$ cat src/rtl/pipe_collision_if.sv
// Bundles the game-control signals between the bird/front-end side and the collision controller.
// The controller drives pipe position, gap, score and game state; the master drives strobes and bird_y.
interface pipe_collision_if;
    logic              tick;
    logic              start;
    logic signed [8:0] bird_y;
    logic signed [10:0] pipe_x;
    logic [8:0]        gap_y;
    logic [7:0]        score;
    logic [1:0]        state;
    logic              bird_rst;
    logic              playing;

    modport master (
        output tick, start, bird_y,
        input  pipe_x, gap_y, score, state, bird_rst, playing
    );

    modport slave (
        input  tick, start, bird_y,
        output pipe_x, gap_y, score, state, bird_rst, playing
    );
endinterface

$ cat src/rtl/pipe_collision_ctrl.sv
// Single-pipe obstacle scroller with collision detection, BCD scoring and the IDLE/PLAY/DEAD
// game FSM; pulses bird_rst to re-arm the physics stage when a game starts.
module pipe_collision_ctrl #(
    parameter int          BIRD_X    = 160,
    parameter int          BIRD_W    = 16,
    parameter int          BIRD_H    = 16,
    parameter int          PIPE_W    = 40,
    parameter int          GAP_H     = 120,
    parameter int          GAP_MIN   = 40,
    parameter int          SCROLL    = 2,
    parameter int          SCREEN_W  = 640,
    parameter int          Y_TOP     = 480,
    parameter logic [7:0]  LFSR_SEED = 8'hA5
) (
    input logic            clk,
    input logic            rst,
    pipe_collision_if.slave bus
);

    typedef enum logic [1:0] {
        StIdle = 2'b00,
        StPlay = 2'b01,
        StDead = 2'b10
    } state_e;

    localparam logic signed [11:0] BirdXL   = 12'(BIRD_X);
    localparam logic signed [11:0] BirdXR   = 12'(BIRD_X + BIRD_W);
    localparam logic signed [11:0] PipeW    = 12'(PIPE_W);
    localparam logic signed [11:0] NegPipeW = 12'(-PIPE_W);
    localparam logic signed [11:0] Scroll   = 12'(SCROLL);
    localparam logic signed [10:0] ScreenW  = 11'(SCREEN_W);
    localparam logic signed [10:0] BirdH    = 11'(BIRD_H);
    localparam logic signed [10:0] YTop     = 11'(Y_TOP);
    localparam logic signed [10:0] GapH     = 11'(GAP_H);
    localparam logic [8:0]         GapMin   = 9'(GAP_MIN);

    state_e             state_q, state_d;
    logic signed [10:0] pipe_x_q, pipe_x_d;
    logic [8:0]         gap_q, gap_d;
    logic [7:0]         score_q, score_d;
    logic               scored_q, scored_d;
    logic               bird_rst_q, bird_rst_d;
    logic [7:0]         lfsr_q, lfsr_d;

    logic signed [11:0] px, x_mv;
    logic signed [10:0] by, gy;
    logic               hit_ground, hit_ceil, overlap, hit_pipe, hit_any;
    logic               respawn, crossed;
    logic [8:0]         gap_new;

    function automatic logic [7:0] bcd_inc(input logic [7:0] s);
        logic [3:0] tens;
        if (s[3:0] == 4'd9) begin
            tens = (s[7:4] == 4'd9) ? 4'd0 : s[7:4] + 4'd1;
            return {tens, 4'd0};
        end
        return {s[7:4], s[3:0] + 4'd1};
    endfunction

    // x math in 12-bit signed, y math in 11-bit signed so negative positions compare correctly
    assign px   = {pipe_x_q[10], pipe_x_q};
    assign x_mv = px - Scroll;
    assign by   = {{2{bus.bird_y[8]}}, bus.bird_y};
    assign gy   = {2'b00, gap_q};

    assign hit_ground = (by <= 11'sd0);
    assign hit_ceil   = ((by + BirdH) >= YTop);
    assign overlap    = (px < BirdXR) && ((px + PipeW) > BirdXL);
    assign hit_pipe   = overlap && ((by < gy) || ((by + BirdH) > (gy + GapH)));
    assign hit_any    = hit_ground || hit_ceil || hit_pipe;
    assign respawn    = (x_mv <= NegPipeW);
    assign crossed    = ((x_mv + PipeW) <= BirdXL);
    assign gap_new    = GapMin + {1'b0, lfsr_q};

    assign lfsr_d = {lfsr_q[6:0], lfsr_q[7] ^ lfsr_q[5] ^ lfsr_q[4] ^ lfsr_q[3]};

    always_comb begin
        state_d    = state_q;
        pipe_x_d   = pipe_x_q;
        gap_d      = gap_q;
        score_d    = score_q;
        scored_d   = scored_q;
        bird_rst_d = 1'b0;
        unique case (state_q)
            StIdle: begin
                if (bus.start) begin
                    state_d    = StPlay;
                    bird_rst_d = 1'b1;
                    pipe_x_d   = ScreenW;
                    gap_d      = gap_new;
                    score_d    = 8'h00;
                    scored_d   = 1'b0;
                end
            end
            StPlay: begin
                if (bus.tick) begin
                    if (hit_any) begin
                        state_d = StDead;
                    end else if (respawn) begin
                        pipe_x_d = ScreenW;
                        gap_d    = gap_new;
                        scored_d = 1'b0;
                    end else begin
                        pipe_x_d = x_mv[10:0];
                        if (!scored_q && crossed) begin
                            score_d  = bcd_inc(score_q);
                            scored_d = 1'b1;
                        end
                    end
                end
            end
            StDead: begin
                if (bus.start) begin
                    state_d = StIdle;
                end
            end
            default: state_d = StIdle;
        endcase
    end

    always_ff @(posedge clk or posedge rst) begin
        if (rst) begin
            state_q    <= StIdle;
            pipe_x_q   <= ScreenW;
            gap_q      <= GapMin + {1'b0, LFSR_SEED};
            score_q    <= 8'h00;
            scored_q   <= 1'b0;
            bird_rst_q <= 1'b0;
            lfsr_q     <= LFSR_SEED;
        end else begin
            state_q    <= state_d;
            pipe_x_q   <= pipe_x_d;
            gap_q      <= gap_d;
            score_q    <= score_d;
            scored_q   <= scored_d;
            bird_rst_q <= bird_rst_d;
            lfsr_q     <= lfsr_d;
        end
    end

    assign bus.pipe_x   = pipe_x_q;
    assign bus.gap_y    = gap_q;
    assign bus.score    = score_q;
    assign bus.state    = state_q;
    assign bus.bird_rst = bird_rst_q;
    assign bus.playing  = (state_q == StPlay);

endmodule

$ cat src/flat_wrapper.sv
// flat-port wrapper written by rule: the top's interface ports become plain ports
module pipe_collision_ctrl_flat 
#(
    parameter int          BIRD_X    = 160,
    parameter int          BIRD_W    = 16,
    parameter int          BIRD_H    = 16,
    parameter int          PIPE_W    = 40,
    parameter int          GAP_H     = 120,
    parameter int          GAP_MIN   = 40,
    parameter int          SCROLL    = 2,
    parameter int          SCREEN_W  = 640,
    parameter int          Y_TOP     = 480,
    parameter logic [7:0]  LFSR_SEED = 8'hA5
)
  (clk, rst, bus_tick, bus_start, bus_bird_y, bus_pipe_x, bus_gap_y, bus_score, bus_state, bus_bird_rst, bus_playing);
  pipe_collision_if bus_i ();
  input logic clk;
  input logic rst;
  input wire logic [$bits(bus_i.tick)-1:0] bus_tick;
  input wire logic [$bits(bus_i.start)-1:0] bus_start;
  input wire logic [$bits(bus_i.bird_y)-1:0] bus_bird_y;
  output wire logic [$bits(bus_i.pipe_x)-1:0] bus_pipe_x;
  output wire logic [$bits(bus_i.gap_y)-1:0] bus_gap_y;
  output wire logic [$bits(bus_i.score)-1:0] bus_score;
  output wire logic [$bits(bus_i.state)-1:0] bus_state;
  output wire logic [$bits(bus_i.bird_rst)-1:0] bus_bird_rst;
  output wire logic [$bits(bus_i.playing)-1:0] bus_playing;
  assign bus_i.tick = bus_tick;
  assign bus_i.start = bus_start;
  assign bus_i.bird_y = bus_bird_y;
  assign bus_pipe_x = bus_i.pipe_x;
  assign bus_gap_y = bus_i.gap_y;
  assign bus_score = bus_i.score;
  assign bus_state = bus_i.state;
  assign bus_bird_rst = bus_i.bird_rst;
  assign bus_playing = bus_i.playing;
  pipe_collision_ctrl #(.BIRD_X(BIRD_X), .BIRD_W(BIRD_W), .BIRD_H(BIRD_H), .PIPE_W(PIPE_W), .GAP_H(GAP_H), .GAP_MIN(GAP_MIN), .SCROLL(SCROLL), .SCREEN_W(SCREEN_W), .Y_TOP(Y_TOP), .LFSR_SEED(LFSR_SEED)) u_core (.clk(clk), .rst(rst), .bus(bus_i));
endmodule
$ cat config.mk
export PLATFORM = sky130hd
export DESIGN_NAME = pipe_collision_ctrl_flat
export DESIGN_NICKNAME = d
export VERILOG_FILES = /design/src/rtl/pipe_collision_if.sv /design/src/rtl/pipe_collision_ctrl.sv /design/src/flat_wrapper.sv
export SDC_FILE = /design/constraint.sdc
export NUM_CORES = 1
export LEC_CHECK = 0
export CORE_UTILIZATION = 30
export DETAILED_ROUTE_END_ITERATION = 8
export PLACE_DENSITY = 0.58
export SETUP_SLACK_MARGIN = 0.15
export SLEW_MARGIN = 20
export SYNTH_ARGS = -nofsm -noshare
export SYNTH_HDL_FRONTEND = slang
export SYNTH_SLANG_ARGS = --single-unit
$ cat constraint.sdc
create_clock -name clk -period 5.2 [get_ports clk]
set_input_delay 1.04 -clock clk [delete_from_list [all_inputs] [get_ports clk]]
set_output_delay 1.04 -clock clk [all_outputs]
set_load 0.05 [all_outputs]
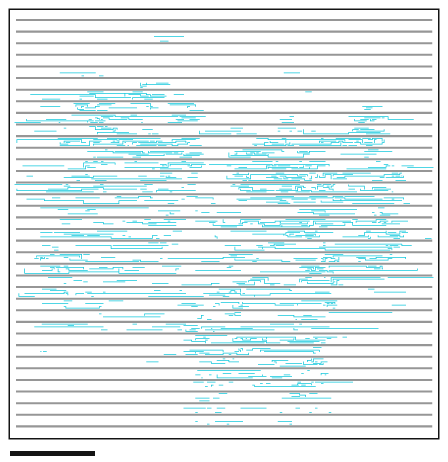
**Above:** metal 1.
Scale bar: 20 microns. Supply wires on this layer in gray.
338 nets have wire on it. The layer holds 48% of the routed length. The layer carries 3320 microns of wire. The wires run mostly horizontal. The longest straight run is 25.3 microns.

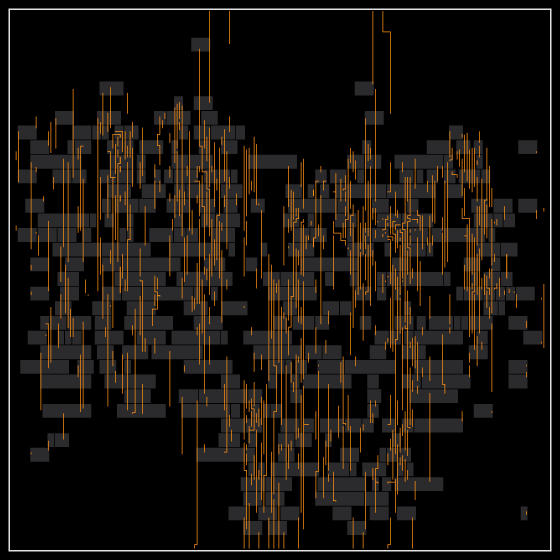
**Above:** M2 wires.
The longest straight run is 32.0 microns. The layer carries 3240 microns of wire.

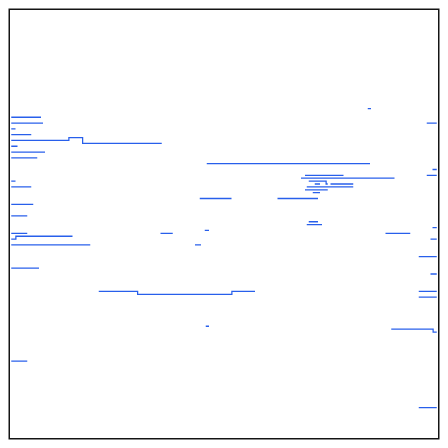
**Above:** M3 wires.
The longest straight run is 38.0 microns. The layer carries 330 microns of wire. The layer holds 4.7% of the routed length.

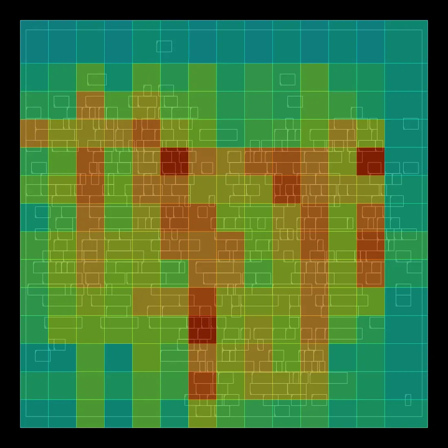
**Above:** routing congestion map.
met1 usage: 19.9%
routing usage on met2: 25.1%

metrics by stage:
| stage | total power [mW] | std cells | area (sq um) | setup slack [ns] |
|---|---|---|---|---|
| after global routing | 1.60 | 469 | 3560 | 0.710 |
| after detailed placement | 1.19 | 461 | 3430 | 0.654 |
| after floorplan | 1.00 | 301 | 2900 | 1.62 |
| after CTS | 1.50 | 469 | 3560 | 0.967 |
| final | 1.49 | 469 | 3560 | 0.923 |
| after global placement | 1.19 | 461 | 3430 | 0.773 |
per-layer routing:
layer	vias to the layer above	wire (microns)
met1	1148	3320
met4	0	78
met5	-	0
li1	1182	-
met3	9	329
met2	60	3240
sequential cells by signal, summed over array words and instances, names as in the netlist:
name / count
u_core.scored_q: 1
u_core.bus.pipe_x: 10
u_core.bus.score: 8
u_core.bus.bird_rst: 1
u_core.lfsr_q: 8
u_core.bus.state: 2
u_core.bus.gap_y: 9
critical path: cells and delay by family:
kind	cells	cell delay [ns]
AOI/OAI and AO/OA	4	0.85
xor gates and xnor gates	1	0.14
and+or+nand+nor	3	0.77
adders and majority gates	2	0.54
buffers and inverters	2	0.80
muxes	1	0.32
power groups by stage:
stage	Clock [mW]	Sequential, mW	Combinational [mW]
global placement	0	0.475	0.720
detailed placement	0	0.473	0.719
floorplan	0	0.546	0.454
finish	0.297	0.470	0.720
global route	0.324	0.484	0.789
CTS	0.307	0.469	0.721
kinds of logic after synthesis:
kind of cell | after synthesis
and+or+nand+nor | 91
AOI/OAI and AO/OA | 75
DFF | 39
buffers and inverters | 38
adders and majority gates | 28
xor gates and xnor gates | 15
muxes | 14
other | 1
worst min-delay path by stage:
stage	from	to	depth (start not counted)
after floorplan	u_core.lfsr_q[1]$_DFF_PP0_	u_core.lfsr_q[2]$_DFF_PP1_	0
after global placement	u_core.lfsr_q[1]$_DFF_PP0_	u_core.lfsr_q[2]$_DFF_PP1_	0
after detailed placement	u_core.lfsr_q[1]$_DFF_PP0_	u_core.lfsr_q[2]$_DFF_PP1_	0
after CTS	u_core.lfsr_q[1]$_DFF_PP0_	u_core.lfsr_q[2]$_DFF_PP1_	0
after global routing	u_core.lfsr_q[1]$_DFF_PP0_	u_core.lfsr_q[2]$_DFF_PP1_	0
final	u_core.lfsr_q[1]$_DFF_PP0_	u_core.lfsr_q[2]$_DFF_PP1_	0
final cells by class:
type                    instances  area share [%]
clock inverters                 2            1.69
inverters                      24            2.53
multi-input cells             224            48.9
flip-flops and latches         39            27.8
well taps                     129            4.53
clock buffers                   6            2.04
repair buffers                 45            12.5
cell usage in the layout, fill, tap and decap left out, types with 8 or more instances in the layout:
master and n:
a21oi_1 15, clkdlybuf4s50_1 43, dfrtp_1 28, dfstp_2 11, ha_1 28, inv_1 24, nand2_1 10, nand3_1 14
nor2_1 16, nor3_1 8, o21ai_0 12, xnor2_1 8
==> flow_summary_export.csv <==
group,metric,value,unit
outcome,status,"finished clean",
layout,drive_gt1_share,10.6,%
clocking,clock_latency,0.29,ns
setup_path,r2r_slack,1.66,ns
clocking,clock-root-buffer,"clkbuf_8",
global_route,first_global_vias,2415,
power_and_ir_drop,power_density,418,nW/um^2
synthesis,ys_cells,301,
sta,rsz0062_at_grt,"no",
placed_design,numPortBuffers,43,
setup_path,r2r_start,"u_core.bus.gap_y[3]$_DFFE_PP1P_",
synthesis,synth_flop_count,39,
synthesis,top_area_share,24.2,%
placed_design,hpwl,5.33,mm
clocking,clkTransAtPathRegs,0.07,ns
layout,regArea,990,sq um
setup_path,critPathLaunch,"bus_bird_y[4]",
clocking,cts_buffers,5,
setup_path,endpoint,"u_core.bus.gap_y[8]$_DFFE_PP0P_",
sta,max_freq,0.234,GHz
sta,finalHoldViolations,0,
drt,via_count,2399,
drt,avgRoutedWirePerCell,14.9,microns
layout,nFillCells,968,
clocking,htree_levels,2,
synthesis,yosys-top-cells-area,"dfrtp_1 (24%), ha_1 (12%), dfstp_2 (10%)",
synthesis,synth-compound-area-share,19.0,%
power_and_ir_drop,p_comb_share,48.4,%
synthesis,ys_area,2900,sq um
sta,maxSlewHeadroom,55.2,%
global_route,grt_max_degree,40,
sta,tns,0,ns
synthesis,xor_area_share,4.54,%
clocking,hold_buffers,0,
global_route,antenna_found_initial,0,
power_and_ir_drop,clockPowerShare,20.0,%
synthesis,netlist_instances,301,
floorplanning,io_pins,45,
placed_design,gp_congestion,0.859,
floorplanning,num_rows,35,
synthesis,synth-edff-count,0,
sta,setup_viol,0,
floorplanning,dieWidth,100,microns
synthesis,ys_sh_simple,18.7,%
global_route,overflow,0,
synthesis,synth_area,2900,sq um
power_and_ir_drop,p_sw,0.676,mW
setup_path,cp_max_fo,20,
setup_path,max_stage_delay,0.57,ns
synthesis,ff_type,"dfrtp_1",
synthesis,ys_seq_share,34.2,%
clocking,cts.sinks,39,
power_and_ir_drop,swShare,45.4,%
global_route,track_usage,15.1,%
synthesis,fa_ha_area_share,12.1,%
clocking,cts_tree,"built",
synthesis,syn_avg_cell_area,9.62,sq um
flow_run,warning_count,33,
clocking,cts_buffer_depth,2,
drt,vias_per_cell,5.12,
synthesis,logic_family,"AND-OR/OR-AND gates",
power_and_ir_drop,ir_drop,0.148,mV
synthesis,yosysTopAreaCell,"dfrtp_1",
floorplanning,dieArea,10100,sq um
synthesis,yosys_warnings,0,
global_route,gr-max-usage-layer,"met2",
clocking,post_cts_buffers,0,
layout,layout.nets,380,
power_and_ir_drop,power_frac_seq,31.6,%
setup_path,worstRegToRegCells,13,
sta,slew_violations,0,
hold_path,hold_path.class,"reg2reg",
drt,drc,0,
drt,detail-route-antenna-nets,0,
floorplanning,core,9280,sq um
setup_path,r2r_end,"u_core.bus.gap_y[8]$_DFFE_PP0P_",
setup_path,start_kind,"input pin",
synthesis,async_flop_share,100,%
setup_path,crit_top_cell,"ha_1",
sta,holdWs,0.390,ns
synthesis,yosysUniqueCellTypes,69,
layout,final_core_util,38.4,%
sta,min_period,4.28,ns
synthesis,common_cells,"dfrtp_1 (28), ha_1 (28), inv_1 (24)",
floorplanning,fp_util,31.2,%
flow_run,max_cap_viol_count,0,
power_and_ir_drop,p_int,0.812,mW
drt,drt-total-wl,6.97,mm
setup_path,crit_arrival,4.45,ns
sta,finClkSkew,0.0106,ns
power_and_ir_drop,power.leakage,1.47,nW
setup_path,worst_setup_path_end_kind,"register",
layout,logic_area,1740,sq um
synthesis,ys_sh_mux,5.66,%
setup_path,crit_chain,"clkdlybuf4s50_1, ha_1, nand3_1, xnor2_1, ha_1, nand4_1, o32ai_1, a211oi_1, o211ai_1, a41oi_1, buf_4, or3_4, mux2_4",
drt,first_iter_violations,68,
No activity file was given, so power comes from the tool's default toggle rates.
